Where the registers sit:
Other sequential cells in the stronger grey, the rest of the logic in the fainter grey.
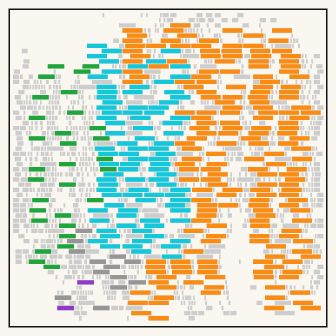
Wires at chosen ports, followed through buffers:
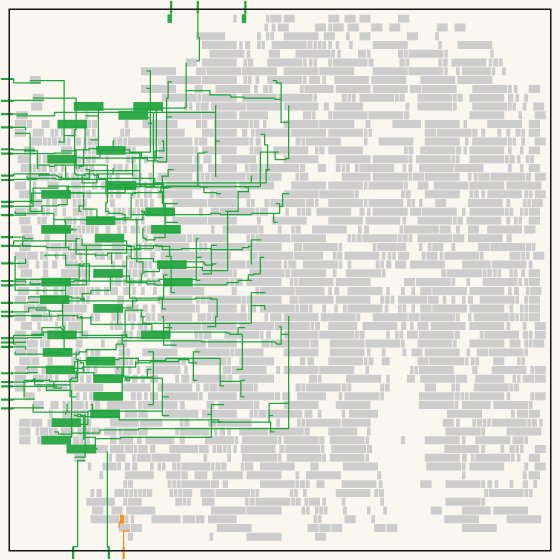
Sequential cells coloured by instance or generate block:
The bar under the picture is 50 um long. Other sequential cells in the stronger grey, the rest of the logic in the fainter grey.
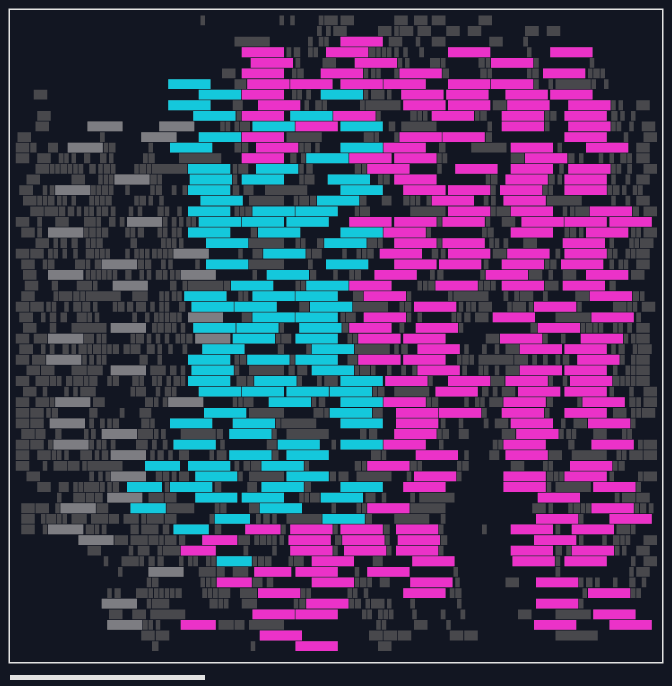
The metal 3 layer:
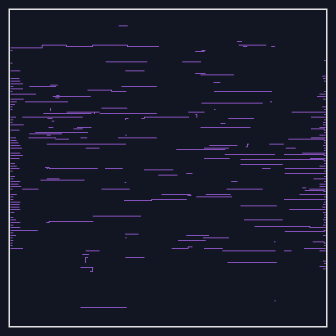
Placement view:
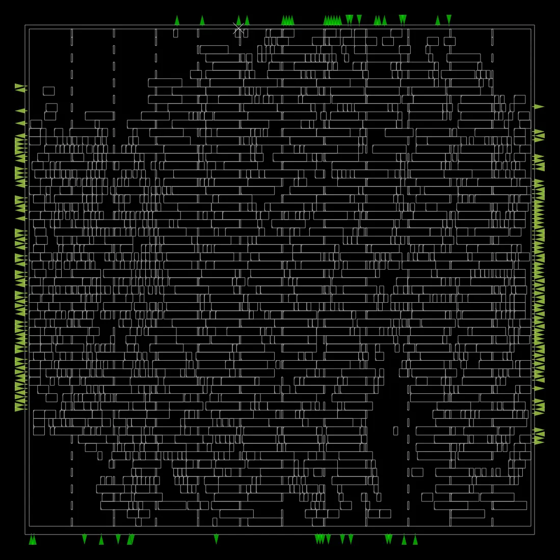
$ cat src/rtl/rv32i_pkg.sv
// rtl/rv32i_pkg.sv - shared rv32i core widths, constants and fetch types
package rv32i_pkg;

   localparam int XLEN = 32;
   localparam int ILEN = 32;

   localparam logic [XLEN-1:0] RESET_VECTOR = 32'h0000_0000;
   localparam logic [ILEN-1:0] NOP_INSTR    = 32'h0000_0013;

   typedef struct packed {
      logic [XLEN-1:0] pc;
      logic [ILEN-1:0] instr;
   } fetch_entry_t;

   function automatic logic [XLEN-1:0] word_align(input logic [XLEN-1:0] addr);
      return addr & ~XLEN'(3);
   endfunction

endpackage

$ cat src/rtl/fetch_buffer.sv
// rtl/fetch_buffer.sv - show-ahead synchronous FIFO with flush and occupancy count
module fetch_buffer import rv32i_pkg::*; #(
   parameter int DEPTH = 3,
   parameter type T = fetch_entry_t,
   localparam int CW = $clog2(DEPTH + 1)
) (
   input  logic          clk,
   input  logic          rst_n,
   input  logic          flush,
   input  logic          push,
   input  T              wdata,
   input  logic          pop,
   output T              rdata,
   output logic [CW-1:0] count
);

   localparam int PW = $clog2(DEPTH);

   T              mem [DEPTH];
   logic [PW-1:0] wr_ptr;
   logic [PW-1:0] rd_ptr;
   logic          do_push;
   logic          do_pop;

   function automatic logic [PW-1:0] ptr_inc(input logic [PW-1:0] p);
      return (p == PW'(DEPTH - 1)) ? '0 : p + PW'(1);
   endfunction

   assign do_push = push && (count != CW'(DEPTH));
   assign do_pop  = pop && (count != '0);

   always_ff @(posedge clk or negedge rst_n) begin
      if (!rst_n) begin
         wr_ptr <= '0;
         rd_ptr <= '0;
         count  <= '0;
      end else if (flush) begin
         wr_ptr <= '0;
         rd_ptr <= '0;
         count  <= '0;
      end else begin
         if (do_push) wr_ptr <= ptr_inc(wr_ptr);
         if (do_pop)  rd_ptr <= ptr_inc(rd_ptr);
         count <= count + CW'(do_push) - CW'(do_pop);
      end
   end

   // Storage carries no reset; readers qualify the head with count.
   always_ff @(posedge clk) begin
      if (do_push && !flush) mem[wr_ptr] <= wdata;
   end

   assign rdata = mem[rd_ptr];

endmodule

$ cat src/rtl/fetch_unit.sv
// rtl/fetch_unit.sv - rv32i fetch stage: PC, credit-limited imem requests, fetch buffer, redirect drop
module fetch_unit import rv32i_pkg::*; #(
   parameter logic [XLEN-1:0] RESET_PC = RESET_VECTOR,
   parameter int              FB_DEPTH = 3
) (
   input  logic            clk,
   input  logic            rst_n,
   output logic            imem_req_valid,
   input  logic            imem_req_ready,
   output logic [XLEN-1:0] imem_req_addr,
   input  logic            imem_rsp_valid,
   input  logic [ILEN-1:0] imem_rsp_data,
   input  logic            redirect_valid,
   input  logic [XLEN-1:0] redirect_pc,
   output logic            id_valid,
   input  logic            id_ready,
   output logic [ILEN-1:0] id_instr,
   output logic [XLEN-1:0] id_pc
);

   localparam int CW = $clog2(FB_DEPTH + 1);

   logic [XLEN-1:0] pc;
   logic [CW-1:0]   out_cnt;
   logic [CW-1:0]   out_cnt_next;
   logic [CW-1:0]   drop_cnt;
   logic [CW-1:0]   fb_count;
   logic            started;
   logic            accept;
   logic            rsp_keep;
   logic            fb_pop;
   logic [XLEN-1:0] tag_pc;
   fetch_entry_t    fb_in;
   fetch_entry_t    fb_head;

   // Credits cover both in-flight requests and buffered entries, so a response always has room.
   assign imem_req_valid = started &&
                           (({1'b0, out_cnt} + {1'b0, fb_count}) < (CW + 1)'(FB_DEPTH));
   assign imem_req_addr  = pc;
   assign accept         = imem_req_valid && imem_req_ready;

   assign out_cnt_next = out_cnt + CW'(accept) - CW'(imem_rsp_valid);
   assign rsp_keep     = imem_rsp_valid && (drop_cnt == '0);
   assign fb_pop       = id_valid && id_ready;
   assign fb_in        = '{pc: tag_pc, instr: imem_rsp_data};

   // Tag queue is never flushed: its occupancy is the outstanding-request count,
   // and stale entries still pop as their dropped responses return.
   fetch_buffer #(
      .DEPTH (FB_DEPTH),
      .T     (logic [XLEN-1:0])
   ) u_tag_queue (
      .clk   (clk),
      .rst_n (rst_n),
      .flush (1'b0),
      .push  (accept),
      .wdata (pc),
      .pop   (imem_rsp_valid),
      .rdata (tag_pc),
      .count (out_cnt)
   );

   fetch_buffer #(
      .DEPTH (FB_DEPTH),
      .T     (fetch_entry_t)
   ) u_fetch_buffer (
      .clk   (clk),
      .rst_n (rst_n),
      .flush (redirect_valid),
      .push  (rsp_keep),
      .wdata (fb_in),
      .pop   (fb_pop),
      .rdata (fb_head),
      .count (fb_count)
   );

   always_ff @(posedge clk or negedge rst_n) begin
      if (!rst_n) begin
         pc       <= word_align(RESET_PC);
         drop_cnt <= '0;
         started  <= 1'b0;
      end else begin
         started <= 1'b1;
         if (redirect_valid) begin
            pc       <= word_align(redirect_pc);
            drop_cnt <= out_cnt_next;
         end else begin
            if (accept) pc <= pc + XLEN'(4);
            if (imem_rsp_valid && (drop_cnt != '0)) drop_cnt <= drop_cnt - CW'(1);
         end
      end
   end

   assign id_valid = (fb_count != '0);
   assign id_instr = id_valid ? fb_head.instr : NOP_INSTR;
   assign id_pc    = id_valid ? fb_head.pc : '0;

endmodule
$ cat config.mk
export PLATFORM = sky130hd
export DESIGN_NAME = fetch_unit
export DESIGN_NICKNAME = d
export VERILOG_FILES = /design/src/rtl/rv32i_pkg.sv /design/src/rtl/fetch_buffer.sv /design/src/rtl/fetch_unit.sv
export SDC_FILE = /design/constraint.sdc
export NUM_CORES = 1
export LEC_CHECK = 0
export ABC_AREA = 1
export CORE_UTILIZATION = 50
export DETAILED_ROUTE_END_ITERATION = 7
export PLACE_DENSITY = 0.73
export SETUP_SLACK_MARGIN = 0.1
export SYNTH_ARGS = -nofsm -noshare
export SYNTH_HDL_FRONTEND = slang
export SYNTH_SLANG_ARGS = --single-unit
$ cat constraint.sdc
create_clock -name clk -period 7.3 [get_ports clk]
set_input_delay 1.46 -clock clk [delete_from_list [all_inputs] [get_ports clk]]
set_output_delay 1.46 -clock clk [all_outputs]
set_load 0.02 [all_outputs]
==> out/summary.log <==
INFO  run_status     status=complete, but fails checks
INFO  run_status     failed_checks=design-rule violations
INFO  worst_setup_path timing.critical_path.to_type=output port
INFO  logic_synthesis top_cells_by_count=sky130_fd_sc_hd__nand2_1, sky130_fd_sc_hd__edfxtp_1, sky130_fd_sc_hd__inv_1
INFO  placement      detailedPlacementHpwl=17700um
INFO  drt            drt_iter0_markers=865
INFO  global_route   globalRouteMet1Util=28.7%
INFO  cts            number_of_setup_buffers_added_after_cts=0
INFO  worst_setup_path worstSetupPathType=reg2out
INFO  timing         finalHoldWorstSlack=0.541ns
INFO  min_path       whs_endpoint=u_fetch_buffer.rd_ptr[0]
INFO  cts            tritoncts_num_sinks=321
INFO  logic_synthesis synth_simple_gate_area_share=19.5%
INFO  logic_synthesis post_synth_xor_xnor_area=0.834%
INFO  logic_synthesis synth.distinct_cells=33
INFO  power          share_clk_of_total_power=28.8%
INFO  floorplanning  die_x=167um
INFO  logic_synthesis fa_ha_area_share=0.972%
INFO  min_path       worstHoldPathCells=2
INFO  cts            clock_latency_on_the_worst_skew_pair=0.50ns
INFO  cts            clockBufferDepth=3
INFO  final_layout   flop-count=321
INFO  power          comb-power=1780uW
INFO  timing         tightest_slew=1.08ns
INFO  final_layout   multi_input_gate_share_of_total_cell_area=20.6%
INFO  drt            wl_met2=13800um
INFO  global_route   globalRoute.totalOverflow=0
INFO  drt            first_pass_iters=7
INFO  min_path       min-delay-start=u_fetch_buffer.rd_ptr[0]
INFO  drt            route.detailed.wl_per_inst=16.1um
INFO  final_layout   seqCellArea=0.00942sqmm
INFO  final_layout   layout.nets=1505
INFO  cts            htree_levels=2
INFO  logic_synthesis synth.yosys.chip_area=0.0137sqmm
INFO  cts            clock_tree.root_cell=sky130_fd_sc_hd__clkbuf_16
INFO  timing         timing_hold_violations_final=0
INFO  logic_synthesis avgSynthCellArea=10.8squm
INFO  timing         fmax=222MHz
INFO  logic_synthesis ff_type=sky130_fd_sc_hd__edfxtp_1
INFO  drt            route.layer.met1.wl=12600um
INFO  timing         report.final.slew_viol_count=0
INFO  power          p_leak=0.00670uW
INFO  logic_synthesis async_reset_ff_share=14.0%
INFO  global_route   grt_pass1_wl=46100um
INFO  floorplanning  fp_util=50.8%
INFO  run            maxCapViolCount=0
INFO  drt            met3WireLength=1950um
INFO  cts            clk_pin_slew_worst_paths=0.06ns
INFO  final_layout   final.signal_buffer_count=175
INFO  placement      port-buffer-count=161
INFO  power          sw_share=32.7%
INFO  final_layout   largest_register_ff_count=186
INFO  logic_synthesis ys_cells=1262
INFO  worst_setup_path worst-r2r-setup-slack=4.33ns
INFO  final_layout   final.signal_inverter_count=160
INFO  logic_synthesis ys.flops=321
INFO  run            stage_log_warnings=28
INFO  global_route   first_global_vias=9041
INFO  global_route   pin_count_of_the_biggest_net_entering_global_routing=63
INFO  final_layout   lay_top_cells=sky130_fd_sc_hd__nand2_1, sky130_fd_sc_hd__edfxtp_1, sky130_fd_sc_hd__clkdlybuf4s50_1
INFO  drt            drcViolationCount=1
INFO  power          clk-power=1720uW
INFO  timing         timing.final.ws_setup=2.80ns
INFO  logic_synthesis synthMostInstantiatedCell=sky130_fd_sc_hd__nand2_1
INFO  global_route   groute.usage.overall=21.0%
INFO  worst_setup_path startpoint=u_fetch_buffer.count[1]
INFO  timing         post-route-period-util=61.7%
INFO  timing         rsz0062_at_grt=false
INFO  worst_setup_path worstPathArrival=3.04ns
INFO  logic_synthesis aoi_share=3.52%
INFO  global_route   global_route.usage.met3=3.52%
INFO  floorplanning  ioPinCount=168
INFO  logic_synthesis synth.yosys.seq_area_share=69.0%
INFO  timing         period_needed=4.50ns
INFO  worst_setup_path critical_path.reg2reg.endpoint=u_tag_queue.mem[2][30]
INFO  power          total_power=5990uW
INFO  logic_synthesis number_of_enable_flip_flop_cells=276
INFO  power          power.combinational.fraction=29.7%
INFO  global_route   grt_antenna_before_repair=0
INFO  worst_setup_path crit-reg2reg-launch=u_tag_queue.count[0]
INFO  timing         tns=0ns
INFO  logic_synthesis syn_inst=1262
INFO  drt            routed.top_layer=met4
INFO  final_layout   combGateArea=0.00344sqmm
INFO  power          largestPowerGroup=registers
INFO  logic_synthesis yosys_top_cell_area_share=60.7%
INFO  logic_synthesis synth-warning-count=0
INFO  final_layout   nonClkBufAreaFrac=10.2%
INFO  worst_setup_path cp-start-kind=register
About 'where the registers sit':
legend:
  orange:
    name_in_the_netlist: `u_fetch_buffer.mem`
    flops: 186
  purple:
    name_in_the_netlist: `drop_cnt`
    flops: 2
  cyan:
    name_in_the_netlist: `u_tag_queue.mem`
    flops: 90
  green:
    name_in_the_netlist: `imem_req_addr`
    flops: 30
not coloured: 13
power drawn by the sequential cells: 2480 uW
register share of the cell area: 56.3%

About 'wires at chosen ports, followed through buffers':
legend:
  orange:
    port: `imem_req_valid`
    bits: 1
    direction: output
    end_cells: 1
    wire: 10.1 um
  green:
    port: `imem_req_addr`
    bits: 32
    direction: output
    end_cells: 32
    wire: 3380 um

About 'sequential cells coloured by instance or generate block':
legend:
  cyan:
    scope: `u_tag_queue`
    flops: 96
  magenta:
    scope: `u_fetch_buffer`
    flops: 192
not coloured: 33

About 'the metal 3 layer':
share of all routed wire: 6.8%
main direction: horizontal
wire length on this layer: 1950 um
longest straight run: 44.2 um

About 'placement view':
Well-Tap Cells: 341
post-route core utilization: 62.2%
fillcell total: 2073
core area: 0.0269 sq mm
number of standard-cell rows in the floorplan: 60

## critical path, stage by stage, from the launching register on
cell and delay [ns]:
sky130_fd_sc_hd__dfrtp_1 0.44, sky130_fd_sc_hd__nor2_1 0.59, sky130_fd_sc_hd__inv_2 0.37, sky130_fd_sc_hd__buf_4 0.39, sky130_fd_sc_hd__nand2_1 0.14, sky130_fd_sc_hd__inv_1 0.04, sky130_fd_sc_hd__clkdlybuf4s50_1 0.57
## through the flow
step	std cells	cell area (sq um)
floorplan	1265	13700
global placement	1730	15600
detailed placement	1730	15600
CTS	1786	16700
global route	1786	16700
finish	1786	16700
Power and IR drop assume default switching activity.
